===== src/rtl/imm_gen_pkg.sv =====
// Shared definitions for the pipelined immediate generator: RV opcodes,
// shift funct3 codes and the one-hot instruction format encoding.
package imm_gen_pkg;

  localparam logic [6:0] OP_R      = 7'b0110011;
  localparam logic [6:0] OP_IMM    = 7'b0010011;
  localparam logic [6:0] OP_LOAD   = 7'b0000011;
  localparam logic [6:0] OP_JALR   = 7'b1100111;
  localparam logic [6:0] OP_SYSTEM = 7'b1110011;
  localparam logic [6:0] OP_STORE  = 7'b0100011;
  localparam logic [6:0] OP_BRANCH = 7'b1100011;
  localparam logic [6:0] OP_LUI    = 7'b0110111;
  localparam logic [6:0] OP_AUIPC  = 7'b0010111;
  localparam logic [6:0] OP_JAL    = 7'b1101111;

  localparam logic [2:0] F3_SLL = 3'b001;
  localparam logic [2:0] F3_SRX = 3'b101;

  // One-hot {J,U,B,S,I,R}; all-zero marks an unsupported opcode.
  typedef logic [5:0] fmt_t;
  localparam fmt_t FMT_NONE = 6'b000000;
  localparam fmt_t FMT_R    = 6'b000001;
  localparam fmt_t FMT_I    = 6'b000010;
  localparam fmt_t FMT_S    = 6'b000100;
  localparam fmt_t FMT_B    = 6'b001000;
  localparam fmt_t FMT_U    = 6'b010000;
  localparam fmt_t FMT_J    = 6'b100000;

endpackage


===== src/rtl/imm_gen_pipe_if.sv =====
// Valid/ready bus of the immediate generator: instruction+tag in,
// immediate/format/illegal+tag out.
interface imm_gen_pipe_if #(
  parameter int XLEN  = 32,
  parameter int TAG_W = 32
);
  logic             in_valid;
  logic             in_ready;
  logic [31:0]      in_instr;
  logic [TAG_W-1:0] in_tag;
  logic             out_valid;
  logic             out_ready;
  logic [XLEN-1:0]  out_imm;
  logic [5:0]       out_fmt;
  logic             out_illegal;
  logic [TAG_W-1:0] out_tag;

  modport master (
    output in_valid, in_instr, in_tag, out_ready,
    input  in_ready, out_valid, out_imm, out_fmt, out_illegal, out_tag
  );

  modport slave (
    input  in_valid, in_instr, in_tag, out_ready,
    output in_ready, out_valid, out_imm, out_fmt, out_illegal, out_tag
  );
endinterface


===== src/rtl/imm_decode.sv =====
// Combinational RV immediate decoder: opcode -> format, XLEN-wide
// sign-extended immediate (zero-extended shamt for OP-IMM shifts) and
// an illegal flag for opcodes outside the supported set.
module imm_decode
  import imm_gen_pkg::*;
#(
  parameter int XLEN     = 32,
  parameter int EN_SHAMT = 1
) (
  input  logic                   instr_p0_i_unused_guard,
  input  logic [31:0]            instr,
  output logic signed [XLEN-1:0] imm,
  output fmt_t                   fmt,
  output logic                   illegal
);

  logic [6:0]         opcode;
  logic [2:0]         funct3;
  logic               is_shift;
  logic [5:0]         shamt;
  logic signed [11:0] imm_i;
  logic signed [11:0] imm_s;
  logic signed [12:0] imm_b;
  logic signed [31:0] imm_u;
  logic signed [20:0] imm_j;

  function automatic logic signed [XLEN-1:0] zext_shamt(input logic [5:0] sh);
    return XLEN'(sh);
  endfunction

  assign opcode   = instr[6:0];
  assign funct3   = instr[14:12];
  assign is_shift = (EN_SHAMT != 0) && (funct3 == F3_SLL || funct3 == F3_SRX);
  // RV64 shifts carry a 6-bit shamt; RV32 only 5 bits, bit 25 is funct7.
  assign shamt    = (XLEN == 64) ? instr[25:20] : {1'b0, instr[24:20]};

  // Every field's top bit is instr[31], so sign-extending each signed
  // field to XLEN is sign extension from instruction bit 31.
  assign imm_i = instr[31:20];
  assign imm_s = {instr[31:25], instr[11:7]};
  assign imm_b = {instr[31], instr[7], instr[30:25], instr[11:8], 1'b0};
  assign imm_u = {instr[31:12], 12'b0};
  assign imm_j = {instr[31], instr[19:12], instr[20], instr[30:21], 1'b0};

  // Opcode decode with safe defaults (illegal path yields imm=0, fmt=0).
  always_comb begin
    imm     = '0;
    fmt     = FMT_NONE;
    illegal = 1'b0;
    unique case (opcode)
      OP_R: fmt = FMT_R;
      OP_IMM: begin
        fmt = FMT_I;
        imm = is_shift ? zext_shamt(shamt) : XLEN'(imm_i);
      end
      OP_LOAD, OP_JALR, OP_SYSTEM: begin
        fmt = FMT_I;
        imm = XLEN'(imm_i);
      end
      OP_STORE: begin
        fmt = FMT_S;
        imm = XLEN'(imm_s);
      end
      OP_BRANCH: begin
        fmt = FMT_B;
        imm = XLEN'(imm_b);
      end
      OP_LUI, OP_AUIPC: begin
        fmt = FMT_U;
        imm = XLEN'(imm_u);
      end
      OP_JAL: begin
        fmt = FMT_J;
        imm = XLEN'(imm_j);
      end
      default: illegal = 1'b1;
    endcase
  end

endmodule


===== src/rtl/imm_gen_pipe.sv =====
// Registered immediate generator: decode ahead of a one-entry output
// register backed by a one-entry skid, so both producer and consumer
// can stall without bubbles and ordering stays FIFO.
module imm_gen_pipe
  import imm_gen_pkg::*;
#(
  parameter int XLEN     = 32,
  parameter int TAG_W    = 32,
  parameter int EN_SHAMT = 1
) (
  input logic          clk,
  input logic          rst_n,
  imm_gen_pipe_if.slave bus
);

  logic signed [XLEN-1:0] imm_p0;
  fmt_t                   fmt_p0;
  logic                   ill_p0;

  logic                   vld_p1;
  logic signed [XLEN-1:0] imm_p1;
  fmt_t                   fmt_p1;
  logic                   ill_p1;
  logic [TAG_W-1:0]       tag_p1;

  logic                   skid_vld_p1;
  logic signed [XLEN-1:0] skid_imm_p1;
  fmt_t                   skid_fmt_p1;
  logic                   skid_ill_p1;
  logic [TAG_W-1:0]       skid_tag_p1;

  logic                   in_fire;
  logic                   out_load;

  imm_decode #(
    .XLEN     (XLEN),
    .EN_SHAMT (EN_SHAMT)
  ) u_decode (
    .instr_p0_i_unused_guard (1'b0),
    .instr                   (bus.in_instr),
    .imm                     (imm_p0),
    .fmt                     (fmt_p0),
    .illegal                 (ill_p0)
  );

  // in_ready is the registered skid-empty flag, so it never depends on out_ready.
  assign in_fire  = bus.in_valid && !skid_vld_p1;
  assign out_load = !vld_p1 || bus.out_ready;

  // ---- stage p0 -> p1: output register and skid entry ----
  // Output register refills from the skid first (older), else from the input;
  // an input accepted while the output is stalled parks in the skid.
  always_ff @(posedge clk or negedge rst_n) begin
    if (!rst_n) begin
      vld_p1      <= 1'b0;
      imm_p1      <= '0;
      fmt_p1      <= FMT_NONE;
      ill_p1      <= 1'b0;
      tag_p1      <= '0;
      skid_vld_p1 <= 1'b0;
      skid_imm_p1 <= '0;
      skid_fmt_p1 <= FMT_NONE;
      skid_ill_p1 <= 1'b0;
      skid_tag_p1 <= '0;
    end else if (out_load) begin
      if (skid_vld_p1) begin
        vld_p1      <= 1'b1;
        imm_p1      <= skid_imm_p1;
        fmt_p1      <= skid_fmt_p1;
        ill_p1      <= skid_ill_p1;
        tag_p1      <= skid_tag_p1;
        skid_vld_p1 <= 1'b0;
      end else begin
        vld_p1 <= in_fire;
        if (in_fire) begin
          imm_p1 <= imm_p0;
          fmt_p1 <= fmt_p0;
          ill_p1 <= ill_p0;
          tag_p1 <= bus.in_tag;
        end
      end
    end else if (in_fire) begin
      skid_vld_p1 <= 1'b1;
      skid_imm_p1 <= imm_p0;
      skid_fmt_p1 <= fmt_p0;
      skid_ill_p1 <= ill_p0;
      skid_tag_p1 <= bus.in_tag;
    end
  end

  assign bus.in_ready    = !skid_vld_p1;
  assign bus.out_valid   = vld_p1;
  assign bus.out_imm     = imm_p1;
  assign bus.out_fmt     = fmt_p1;
  assign bus.out_illegal = ill_p1;
  assign bus.out_tag     = tag_p1;

endmodule

===== src/flat_wrapper.sv =====
// flat-port wrapper written by rule: the top's interface ports become plain ports
module imm_gen_pipe_flat import imm_gen_pkg::*;
#(
  parameter int XLEN     = 32,
  parameter int TAG_W    = 32,
  parameter int EN_SHAMT = 1
)
  (clk, rst_n, bus_in_valid, bus_in_instr, bus_in_tag, bus_out_ready, bus_in_ready, bus_out_valid, bus_out_imm, bus_out_fmt, bus_out_illegal, bus_out_tag);
  imm_gen_pipe_if #(.XLEN(XLEN), .TAG_W(TAG_W)) bus_i ();
  input logic clk;
  input logic rst_n;
  input wire logic [$bits(bus_i.in_valid)-1:0] bus_in_valid;
  input wire logic [$bits(bus_i.in_instr)-1:0] bus_in_instr;
  input wire logic [$bits(bus_i.in_tag)-1:0] bus_in_tag;
  input wire logic [$bits(bus_i.out_ready)-1:0] bus_out_ready;
  output wire logic [$bits(bus_i.in_ready)-1:0] bus_in_ready;
  output wire logic [$bits(bus_i.out_valid)-1:0] bus_out_valid;
  output wire logic [$bits(bus_i.out_imm)-1:0] bus_out_imm;
  output wire logic [$bits(bus_i.out_fmt)-1:0] bus_out_fmt;
  output wire logic [$bits(bus_i.out_illegal)-1:0] bus_out_illegal;
  output wire logic [$bits(bus_i.out_tag)-1:0] bus_out_tag;
  assign bus_i.in_valid = bus_in_valid;
  assign bus_i.in_instr = bus_in_instr;
  assign bus_i.in_tag = bus_in_tag;
  assign bus_i.out_ready = bus_out_ready;
  assign bus_in_ready = bus_i.in_ready;
  assign bus_out_valid = bus_i.out_valid;
  assign bus_out_imm = bus_i.out_imm;
  assign bus_out_fmt = bus_i.out_fmt;
  assign bus_out_illegal = bus_i.out_illegal;
  assign bus_out_tag = bus_i.out_tag;
  imm_gen_pipe #(.XLEN(XLEN), .TAG_W(TAG_W), .EN_SHAMT(EN_SHAMT)) u_core (.clk(clk), .rst_n(rst_n), .bus(bus_i));
endmodule

===== config.mk =====
export PLATFORM = sky130hd
export DESIGN_NAME = imm_gen_pipe_flat
export DESIGN_NICKNAME = d
export VERILOG_FILES = /design/src/rtl/imm_gen_pkg.sv /design/src/rtl/imm_gen_pipe_if.sv /design/src/rtl/imm_decode.sv /design/src/rtl/imm_gen_pipe.sv /design/src/flat_wrapper.sv
export SDC_FILE = /design/constraint.sdc
export NUM_CORES = 1
export LEC_CHECK = 0
export CAP_MARGIN = 20
export CORE_ASPECT_RATIO = 1.75
export CORE_UTILIZATION = 45
export CTS_CLUSTER_SIZE = 8
export DETAILED_ROUTE_END_ITERATION = 10
export PLACE_DENSITY = 0.74
export REMOVE_ABC_BUFFERS = 1
export SETUP_SLACK_MARGIN = 0.4
export SYNTH_ARGS = -nofsm -noshare
export SYNTH_HDL_FRONTEND = slang
export SYNTH_SLANG_ARGS = --single-unit

===== constraint.sdc =====
create_clock -name clk -period 1.63 [get_ports clk]
set_clock_uncertainty 0.15 [all_clocks]
set_input_delay 0.2445 -clock clk [delete_from_list [all_inputs] [get_ports clk]]
set_output_delay 0.2445 -clock clk [all_outputs]
set_load 0.03 [all_outputs]

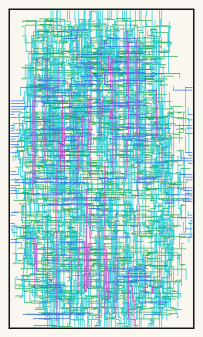
(images/metal_stack.png)
(2 px per µm)
| layer | colour | wire length |
|---|---|---|
| met1 | green | 9150 µm |
| met2 | cyan | 14000 µm |
| met4 | magenta | 1860 µm |
| met3 | blue | 2220 µm |

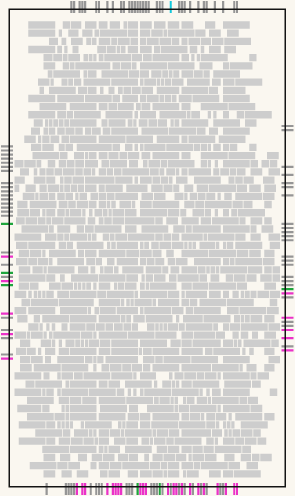
(images/pins.png)
(3 px per µm) Pins as bars across the die edge, other pins in grey.
| port | colour | pins | direction | edge |
|---|---|---|---|---|
| `bus_out_tag` | magenta | 32 | output | 22 bottom, 5 left, 5 right |
| `bus_out_fmt` | green | 6 | output | 3 left, 2 bottom, 1 right |
| `bus_in_ready` | cyan | 1 | output | top |

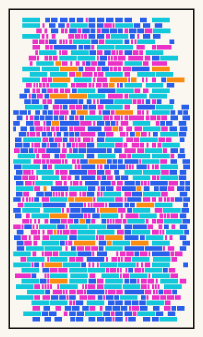
(images/cell_classes.png)
(2 px per µm)
| class | colour | cells |
|---|---|---|
| other buffers and delay cells | blue | 315 |
| all other logic | magenta | 482 |
| clock drivers and dummy loads | orange | 32 |
| flip-flops | cyan | 144 |
Final Util: 0.837
# rows: 56
fraction of area in registers: 0.319

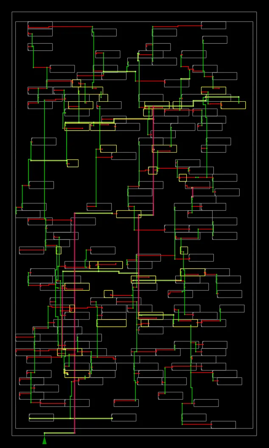
(images/final_clocks.png)
total CTS buffers: 17
clock buf count: 17

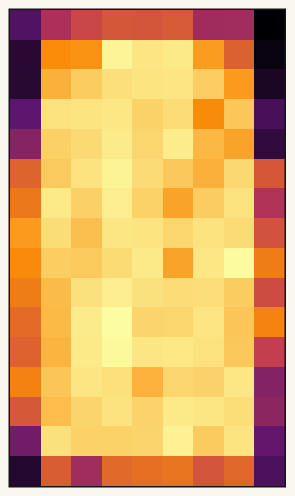
(images/density.png)
(3 px per µm) 9 x 16 tiles, from black (low) to pale yellow (high), 0 to 100% covered.
mean over tiles: 76%
tiles over 75% full: 67%
emptiest ninth of the die: upper right

==> impl_metrics.env <==
# yosys + openroad results
export IMPL_dieArea_um2=14500
export IMPL_grt_max_degree=56
export IMPL_clk_pin_slew_ns=0.08
export IMPL_violations="negative setup slack"
export IMPL_avgSynthCellArea_um2=9.42
export IMPL_fillers=637
export IMPL_tapCellCount=174
export IMPL_drive_above_1_share=0.481
export IMPL_grt_usage=0.294
export IMPL_globalplace_congestion=0.913
export IMPL_crit_fanout=10
export IMPL_root_buffer="clkbuf_16"
export IMPL_firstDrtPassIters=5
export IMPL_htree_levels=4
export IMPL_buf_share=0.309
export IMPL_initCoreUtil=0.467
export IMPL_ys_sh_xor=0.00139
export IMPL_ant_nets=0
export IMPL_finalClockPeriodUsage=1.13
export IMPL_diodes=0
export IMPL_die_w_um=91.5
export IMPL_die_h_um=159
export IMPL_io_buffers=140
export IMPL_final_area_um2=11300
export IMPL_setup_viol=108
export IMPL_clock_path_buffers=2
export IMPL_lay_top_count="dfrtp_1"
export IMPL_postSynthSeqShare=0.571
export IMPL_worstSetupPathType="flop to flop"
export IMPL_yosys_warnings=0
export IMPL_report_final_slew_viol_count=0
export IMPL_wl_per_cell_um=23.7
export IMPL_first_iter_violations=592
export IMPL_sh_comb_area=0.300
export IMPL_worst_slack_ns=-0.220
export IMPL_ys_top_logic_family="simple AND/OR/NAND/NOR gates"
export IMPL_synth_compound_area_share=0.158
export IMPL_rsz0062_at_grt="yes"
export IMPL_warning_count=28
export IMPL_ys_chip_area_um2=6310
export IMPL_area_growth_pct=79.2
export IMPL_stdcell_count=1147
export IMPL_endpoint_kind="flop"
export IMPL_pin_count=141
export IMPL_comb_area_um2=3390
export IMPL_placed_cell_area_um2=8310
export IMPL_grt_pass1_vias=6520
export IMPL_drc=0
export IMPL_wirelength_mm=27.2
export IMPL_grt_antenna_before_repair=0
export IMPL_power_density_nw_per_um2=1130
export IMPL_clockNetworkAreaShare=0.0510
export IMPL_largestClassByArea="registers"
export IMPL_via_per_inst=6.18
export IMPL_yosysUniqueCellTypes=47
export IMPL_final_cell_mix="141 x dfrtp_1, 134 x nand2_1, 103 x buf_4, 103 x buf_6, 56 x clkdlybuf4s50_1"
export IMPL_arrival_ns=2.01
export IMPL_cts_sinks=144
export IMPL_ir_drop_v=0.000871
export IMPL_fin_nets=1028
export IMPL_ys_sh_adder=0
export IMPL_period_needed_ns=1.85
export IMPL_cellLeakagePower_nw=5.24
export IMPL_fmax_ghz=0.541
export IMPL_inv_count=4
export IMPL_worstSkewPairLatency_ns=0.43
export IMPL_vias=7083
export IMPL_synthSimpleGateAreaFrac=0.183
export IMPL_syn_inst=670
export IMPL_start_kind="flop"
export IMPL_worst_pin_slew_ns=0.534
export IMPL_tritoncts="built"
export IMPL_grt_overflow_total=0
export IMPL_status="complete, but fails checks"
==> metal layers <==
| layer | wire [µm] | track usage | vias to the layer above |
|---|---|---|---|
| met3 | 2220 | 0.0626 | 168 |
| met2 | 14000 | 0.521 | 543 |
| met5 | 0 | 0 | - |
| met1 | 9150 | 0.323 | 3467 |
| li1 | - | - | 2905 |
| met4 | 1860 | 0.174 | 0 |
==> state kept, by name, indices dropped and copies added, names as in the netlist <==
signal / count
u_core.bus.out_imm: 32
u_core.bus.out_tag: 32
u_core.skid_imm_p1: 32
u_core.skid_tag_p1: 32
u_core.bus.out_fmt: 6
u_core.skid_fmt_p1: 6
u_core.bus.out_illegal: 1
u_core.bus.out_valid: 1
u_core.skid_ill_p1: 1
u_core.skid_vld_p1: 1
==> where the power goes <==
part           total, mW  leakage, nW  internal, mW  switching, mW
combinational       4.18         3.15          2.01           2.16
sequential          4.67         1.82          4.15          0.518
clock               3.92        0.276          2.15           1.77
==> repair_timing <==
item / in CTS / in global routing
cloned: 13 / 14
hold buffers: 1 / 0
gates resized: 584 / 276
setup endpoints to repair: 215 / 215
setup buffers: 41 / 49
endpoints found under the hold margin: 144 / 0
pin swaps: 22 / 96
==> path summary, 6_finish.rpt <==
path                                  startpoint                    end  slack [ns]  depth (start not counted)
setup / recovery              u_core.skid_vld_p1  u_core.skid_fmt_p1[0]       -0.22                          6
hold / removal                   bus_in_instr[4]  u_core.skid_fmt_p1[3]        0.08                          3
setup reg to reg              u_core.skid_vld_p1  u_core.skid_fmt_p1[0]       -0.22                          6
hold reg to reg            u_core.skid_tag_p1[3]  u_core.skid_tag_p1[3]        0.34                          2
max in group asynchronous                  rst_n     u_core.skid_vld_p1        0.51                          3
min in group asynchronous                  rst_n  u_core.bus.out_tag[8]        0.16                          2
==> through the flow <==
step / hold WS (ns) / util / TNS, ns
finish: 0.0771 / 0.837 / -5.11
CTS: 0.0436 / 0.724 / 0
detailed placement: -0.00442 / 0.615 / -77.72
floorplan: -0.201 / - / -493.10
global route: 0.0710 / 0.837 / -12.12
global placement: -0.00954 / 0.615 / -70.56
==> critical path: stages, from the launching register on <==
cell	delay [ns]
dfrtp_2	0.46
clkinv_4	0.08
buf_6	0.09
nand3b_1	0.17
buf_6	0.22
bufbuf_16	0.28
o21ai_1	0.29
==> cell usage after synthesis (all sizes together) <==
cell type,instances,area share
a211oi,1,0.0012
a21oi,38,0.037
a221o,6,0.0095
a221oi,8,0.011
a22oi,1,0.0012
a31oi,12,0.014
a32oi,1,0.0014
a41o,1,0.0016
and2,2,0.0024
and3,7,0.0069
and3b,1,0.0014
and4,1,0.0014
buf,12,0.0097
clkbuf,35,0.021
clkinv,1,0.00059
dfrtp,144,0.57
inv,3,0.0018
mux2i,34,0.054
nand2,204,0.12
nand2b,1,0.00099
nand3,2,0.0016
nand3b,2,0.0024
nand4,2,0.0020
nand4b,1,0.0014
nor2,33,0.021
nor2b,1,0.00099
nor3,1,0.00079
nor3b,2,0.0024
nor4,2,0.0020
o21a,1,0.0012
o21ai,79,0.063
o21bai,1,0.0012
o22ai,14,0.014
o31ai,1,0.0012
o41ai,1,0.0014
or3,10,0.0099
or3b,1,0.0014
or4,2,0.0024
xnor2,1,0.0014
No activity file was given, so power comes from the tool's default toggle rates.
